===== config.mk =====
export PLATFORM = sky130hd
export DESIGN_NAME = regfile_wb_queue_flat
export DESIGN_NICKNAME = d
export VERILOG_FILES = /design/src/rtl/regfile_pkg.sv /design/src/rtl/regfile_wb_queue_if.sv /design/src/rtl/regfile_wbq_match.sv /design/src/rtl/regfile_wb_queue.sv /design/src/flat_wrapper.sv
export SDC_FILE = /design/constraint.sdc
export NUM_CORES = 1
export LEC_CHECK = 0
export CELL_PAD_IN_SITES_DETAIL_PLACEMENT = 0
export CELL_PAD_IN_SITES_GLOBAL_PLACEMENT = 1
export CORE_ASPECT_RATIO = 1.5
export CORE_MARGIN = 1
export CORE_UTILIZATION = 25
export CTS_BUF_LIST = sky130_fd_sc_hd__clkbuf_16
export CTS_CLUSTER_SIZE = 24
export DETAILED_ROUTE_END_ITERATION = 8
export HOLD_SLACK_MARGIN = 0.15
export PLACE_DENSITY = 0.57
export SYNTH_ARGS = -nofsm -noshare
export SYNTH_HDL_FRONTEND = slang
export SYNTH_SLANG_ARGS = --single-unit

===== constraint.sdc =====
create_clock -name CLK -period 2.4 [get_ports CLK]
set_clock_uncertainty 0.05 [all_clocks]
set_input_delay 0.36 -clock CLK [delete_from_list [all_inputs] [get_ports CLK]]
set_output_delay 0.36 -clock CLK [all_outputs]
set_load 0.02 [all_outputs]

===== src/rtl/regfile_pkg.sv =====
// Shared register-file types: word/select widths and the writeback entry record.
package regfile_pkg;

  localparam int unsigned WORD_W = 32;
  localparam int unsigned REG_W  = 5;

  typedef logic [WORD_W-1:0] word_t;
  typedef logic [REG_W-1:0]  regbits_t;

  typedef struct packed {
    regbits_t sel;
    word_t    dat;
  } wb_entry_t;

endpackage


===== src/rtl/regfile_wb_queue_if.sv =====
// Writeback-queue bus: producer handshake, register file write port, bypass snoop and status.
// The slave modport is the queue; the master modport is the pipeline/regfile side.
interface regfile_wb_queue_if #(
  parameter int unsigned DEPTH = 4
);
  import regfile_pkg::*;

  logic                         in_valid;
  logic                         in_ready;
  regbits_t                     in_sel;
  word_t                        in_dat;
  logic                         drain_en;
  logic                         WEN;
  regbits_t                     wsel;
  word_t                        wdat;
  regbits_t                     rsel1;
  regbits_t                     rsel2;
  logic                         byp_hit1;
  logic                         byp_hit2;
  word_t                        byp_dat1;
  word_t                        byp_dat2;
  logic [$clog2(DEPTH+1)-1:0]   count;
  logic                         empty;

  modport slave (
    input  in_valid, in_sel, in_dat, drain_en, rsel1, rsel2,
    output in_ready, WEN, wsel, wdat, byp_hit1, byp_hit2, byp_dat1, byp_dat2, count, empty
  );

  modport master (
    output in_valid, in_sel, in_dat, drain_en, rsel1, rsel2,
    input  in_ready, WEN, wsel, wdat, byp_hit1, byp_hit2, byp_dat1, byp_dat2, count, empty
  );

endinterface


===== src/rtl/regfile_wbq_match.sv =====
// Bypass search for one read port: finds the youngest valid queue entry whose select
// matches rsel (rsel == 0 never hits) and returns its data.
module regfile_wbq_match
  import regfile_pkg::*;
#(
  parameter int unsigned DEPTH = 4
) (
  input  wb_entry_t [DEPTH-1:0]       entries,
  input  logic [DEPTH-1:0]            valid,
  input  logic [$clog2(DEPTH)-1:0]    tail,
  input  regbits_t                    rsel,
  output logic                        hit,
  output word_t                       dat
);

  localparam int unsigned PTR_W = $clog2(DEPTH);

  logic [PTR_W-1:0] idx;

  // Walk oldest-to-youngest relative to tail so the youngest match is the last one written.
  always_comb begin
    hit = 1'b0;
    dat = '0;
    idx = '0;
    for (int k = DEPTH - 1; k >= 0; k--) begin
      idx = tail - PTR_W'(k + 1);
      if (valid[idx] && (entries[idx].sel == rsel) && (rsel != '0)) begin
        hit = 1'b1;
        dat = entries[idx].dat;
      end
    end
  end

endmodule


===== src/rtl/regfile_wb_queue.sv =====
// Register file writeback queue: FIFO of pending writes drained one per granted cycle onto
// WEN/wsel/wdat. Writes to r0 complete the handshake but are dropped.
// Optional macro REGFILE_WBQ_BYPASS_EN enables the read-select bypass search; without it
// byp_* outputs are tied to zero.
module regfile_wb_queue
  import regfile_pkg::*;
#(
  parameter int unsigned DEPTH = 4
) (
  input logic               CLK,
  input logic               RST,
  regfile_wb_queue_if.slave bus
);

  localparam int unsigned PTR_W = $clog2(DEPTH);
  localparam int unsigned CNT_W = $clog2(DEPTH + 1);

  wb_entry_t [DEPTH-1:0] mem_q;
  logic [PTR_W-1:0]      head_q, tail_q;
  logic [CNT_W-1:0]      count_q;
  logic                  push, pop;

  // in_ready only depends on the registered count: no pass-through when full.
  assign bus.in_ready = (count_q != CNT_W'(DEPTH));
  assign push         = bus.in_valid && bus.in_ready && (bus.in_sel != '0);
  assign bus.empty    = (count_q == '0);
  assign pop          = !bus.empty && bus.drain_en;
  assign bus.count    = count_q;

  // Head entry presented on the write port; forced to zero when nothing is pending.
  always_comb begin
    bus.WEN  = pop;
    bus.wsel = '0;
    bus.wdat = '0;
    if (!bus.empty) begin
      bus.wsel = mem_q[head_q].sel;
      bus.wdat = mem_q[head_q].dat;
    end
  end

  // Pointer and occupancy update.
  always_ff @(posedge CLK or posedge RST) begin
    if (RST) begin
      head_q  <= '0;
      tail_q  <= '0;
      count_q <= '0;
    end else begin
      if (push) tail_q <= tail_q + 1'b1;
      if (pop)  head_q <= head_q + 1'b1;
      if (push && !pop)      count_q <= count_q + 1'b1;
      else if (pop && !push) count_q <= count_q - 1'b1;
    end
  end

  // Entry storage; contents are masked by occupancy so no reset is needed.
  always_ff @(posedge CLK) begin
    if (push) mem_q[tail_q] <= '{sel: bus.in_sel, dat: bus.in_dat};
  end

`ifdef REGFILE_WBQ_BYPASS_EN
  logic [DEPTH-1:0] valid;
  logic [PTR_W-1:0] off;

  // Entry i is live when its distance from head is below the occupancy.
  always_comb begin
    valid = '0;
    off   = '0;
    for (int i = 0; i < DEPTH; i++) begin
      off      = PTR_W'(i) - head_q;
      valid[i] = (CNT_W'(off) < count_q);
    end
  end

  regfile_wbq_match #(.DEPTH(DEPTH)) u_match1 (
    .entries (mem_q),
    .valid   (valid),
    .tail    (tail_q),
    .rsel    (bus.rsel1),
    .hit     (bus.byp_hit1),
    .dat     (bus.byp_dat1)
  );

  regfile_wbq_match #(.DEPTH(DEPTH)) u_match2 (
    .entries (mem_q),
    .valid   (valid),
    .tail    (tail_q),
    .rsel    (bus.rsel2),
    .hit     (bus.byp_hit2),
    .dat     (bus.byp_dat2)
  );
`else
  logic unused_rsel;
  assign unused_rsel  = ^{bus.rsel1, bus.rsel2};
  assign bus.byp_hit1 = 1'b0;
  assign bus.byp_hit2 = 1'b0;
  assign bus.byp_dat1 = '0;
  assign bus.byp_dat2 = '0;
`endif

endmodule


===== src/flat_wrapper.sv =====
// flat-port wrapper written by rule: the top's interface ports become plain ports
module regfile_wb_queue_flat import regfile_pkg::*;
#(
  parameter int unsigned DEPTH = 4
)
  (CLK, RST, bus_in_valid, bus_in_sel, bus_in_dat, bus_drain_en, bus_rsel1, bus_rsel2, bus_in_ready, bus_WEN, bus_wsel, bus_wdat, bus_byp_hit1, bus_byp_hit2, bus_byp_dat1, bus_byp_dat2, bus_count, bus_empty);
  regfile_wb_queue_if #(.DEPTH(DEPTH)) bus_i ();
  input logic CLK;
  input logic RST;
  input wire logic [$bits(bus_i.in_valid)-1:0] bus_in_valid;
  input wire logic [$bits(bus_i.in_sel)-1:0] bus_in_sel;
  input wire logic [$bits(bus_i.in_dat)-1:0] bus_in_dat;
  input wire logic [$bits(bus_i.drain_en)-1:0] bus_drain_en;
  input wire logic [$bits(bus_i.rsel1)-1:0] bus_rsel1;
  input wire logic [$bits(bus_i.rsel2)-1:0] bus_rsel2;
  output wire logic [$bits(bus_i.in_ready)-1:0] bus_in_ready;
  output wire logic [$bits(bus_i.WEN)-1:0] bus_WEN;
  output wire logic [$bits(bus_i.wsel)-1:0] bus_wsel;
  output wire logic [$bits(bus_i.wdat)-1:0] bus_wdat;
  output wire logic [$bits(bus_i.byp_hit1)-1:0] bus_byp_hit1;
  output wire logic [$bits(bus_i.byp_hit2)-1:0] bus_byp_hit2;
  output wire logic [$bits(bus_i.byp_dat1)-1:0] bus_byp_dat1;
  output wire logic [$bits(bus_i.byp_dat2)-1:0] bus_byp_dat2;
  output wire logic [$bits(bus_i.count)-1:0] bus_count;
  output wire logic [$bits(bus_i.empty)-1:0] bus_empty;
  assign bus_i.in_valid = bus_in_valid;
  assign bus_i.in_sel = bus_in_sel;
  assign bus_i.in_dat = bus_in_dat;
  assign bus_i.drain_en = bus_drain_en;
  assign bus_i.rsel1 = bus_rsel1;
  assign bus_i.rsel2 = bus_rsel2;
  assign bus_in_ready = bus_i.in_ready;
  assign bus_WEN = bus_i.WEN;
  assign bus_wsel = bus_i.wsel;
  assign bus_wdat = bus_i.wdat;
  assign bus_byp_hit1 = bus_i.byp_hit1;
  assign bus_byp_hit2 = bus_i.byp_hit2;
  assign bus_byp_dat1 = bus_i.byp_dat1;
  assign bus_byp_dat2 = bus_i.byp_dat2;
  assign bus_count = bus_i.count;
  assign bus_empty = bus_i.empty;
  regfile_wb_queue #(.DEPTH(DEPTH)) u_core (.CLK(CLK), .RST(RST), .bus(bus_i));
endmodule

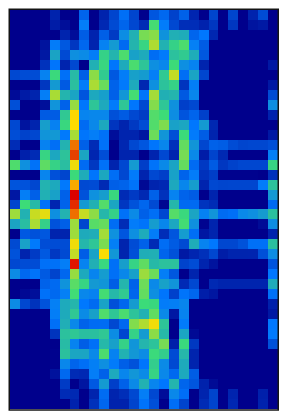
metal_density.png
Scale: 2 px per um. 27 x 40 tiles, from dark blue (low) to red (high), scaled to the fullest tile. Values are wire area over tile area, all layers added.
mean over tiles	0.073
emptiest ninth of the die	lower right
fullest tile	0.38
tiles over half the peak	6.8%
nearly empty tiles	29%

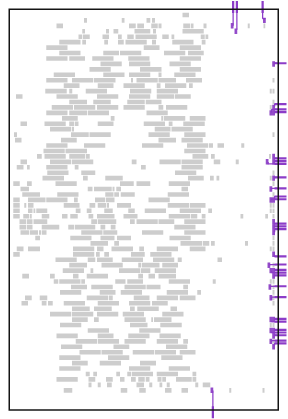
io_fan.png
Scale: 2 px per um.
port	color	bits	direction	edge	end cells	buffers	wire
bus_byp_dat1	purple	32	output	28 right, 3 top, 1 bottom	32	0	94.5 um

==> run summary <==
run results: status finished, final reports clean, worst-skew pair later-pin latency 0.41 ns, slowest CP cell mux4_2, placement row count 72, Syn. warnings 0, Levels on crit path 5, CP Launch Type register, die width 133.8 um, leading area contributor after synthesis edfxtp_1, Max Slew Vio Count 0, Initial Util 25.37%, Setup Total Neg Slack 0 ns, unrepaired setup endpoints after global routing true, vias per cell 3.833, Max-Cap Viols 0, area reported by Yosys stat 0.006512 mm2, area delta synth->final 27.40%, overall power 10.49 mW, largest net degree at the start of global routing 29, Min-Delay Path Class input port to register, tally of OpenROAD warnings 41, Root Buffer clkbuf_16, min-delay src bus_in_sel[0], drt first pass iters 4, Inserted Clock Buffers 17, Synth Area per Inst 19.27 um2, Final nets 517, Critical path origin u_core.head_q[0], RR Startpoint u_core.bus.count[0], critical-path maximum fanout 10, VDD IR max 0.0005630 V, clk slew on worst S/H paths 0.06 ns, die height 199.7 um, final tally of setup violations 0, Port Buffers 83, Place WS -0.3846 ns, Initial DRC Count 118, vias in the first global route 3379, Power Density 1264 mW/mm2, aggregate global routing overflow 0, Max Fclk 419.1 MHz, Gate Count Post-Synth 338
==> through the flow <==
stage | instances | instance area, um2 | hold WS [ns]
2_1_floorplan | 403 | 6758 | 0.1134
3_3_place_gp | 764 | 7757 | 0.4701
3_5_place_dp | 764 | 7757 | 0.4897
4_1_cts | 801 | 8232 | 0.5100
5_1_grt | 806 | 8294 | 0.2555
6_report | 807 | 8297 | 0.2352
==> registers in the layout, summed over array words and instances (netlist names) <==
register / flops
u_core.tail_q: 2
u_core.head_q: 2
u_core.mem_q: 148
u_core.bus.count: 3
==> layout make-up <==
class / count / area [um2]
Antenna cell: 1 / 2.502
Clock buffer: 17 / 425.4
Clock inverter: 15 / 133.9
Fill cell: 2492 / 17380
Inverter: 5 / 18.77
Multi-Input combinational cell: 165 / 1585
Sequential cell: 155 / 4624
Tap cell: 333 / 416.7
Timing Repair Buffer: 116 / 1090
==> worst reg2reg max path, delay by kind of cell, from the launching register on <==
family | cells | cell delay [ns]
compound gates | 1 | 0.16
fa+ha+maj | 2 | 0.58
buf+inv | 1 | 0.07
flops | 1 | 0.47
mux | 1 | 0.26
simple gates | 1 | 0.52
==> repair_timing <==
| action | 4_1_cts | 5_1_grt |
|---|---|---|
| hold endpoints to repair | 7 | 0 |
| gates resized | 135 | 32 |
| setup endpoints to repair | 38 | 19 |
| setup buffers | 4 | 6 |
| hold buffers | 1 | 0 |
==> per-layer routing <==
metal	track usage [%]	part of all wire, %
met2	18.12	54
met1	10.47	40
met5	0	0
met4	4.335	1.8
met3	2.588	4.2
==> synthesized netlist by cell type <==
cell type    n
nand3b_1     1
or3b_2       1
mux2_2       1
conb_1       1
nor3_1       1
buf_2        5
xor2_1       2
xnor2_1      4
ha_1         5
and2_2       4
mux2_4       1
clkbuf_1     5
fa_1         1
buf_4       68
mux4_2      37
edfxtp_1   148
o211a_4      1
or4_4        1
dfrtp_1      7
inv_1        5
nor2_1       1
nor2b_1     37
nand2b_1     1
==> placed cells by master, fill, tap and decap left out, drive strengths merged <==
cell type,count
and2,4
buf,67
bufinv,2
clkbuf,17
clkdlybuf4s15,2
clkdlybuf4s50,42
clkinv,8
clkinvlp,4
conb,66
dfrtp,7
diode,1
dlygate4sd2,1
dlygate4sd3,1
dlymetal6s2s,3
edfxtp,148
fa,1
ha,5
inv,6
mux2,2
mux4,37
nand2b,1
nand3b,1
nor2,1
nor2b,37
nor3,1
o211a,1
or3b,1
or4,1
xnor2,4
xor2,2
==> cell families (layout without fill, tap and decap cells) <==
family                     count (synthesis)  count (layout)  synth area share [%]
AOI/OAI and AO/OA                          1               1                0.2690
other                                      1              67               0.05758
DFF                                      155             155                 70.93
adders and majority gates                  6               6                 1.268
and+or+nand+nor                           47              47                 4.669
xor gates and xnor gates                   6               6                0.8069
muxes                                     39              39                 13.20
buffers and inverters                     83             153                 8.799
==> power by group <==
part | total (mW) | internal, mW | switching (mW)
combinational | 4.22 | 2.00 | 2.23
clock | 2.51 | 1.51 | 1.00
sequential | 3.76 | 3.58 | 0.185
No activity file was given, so power comes from the tool's default toggle rates.
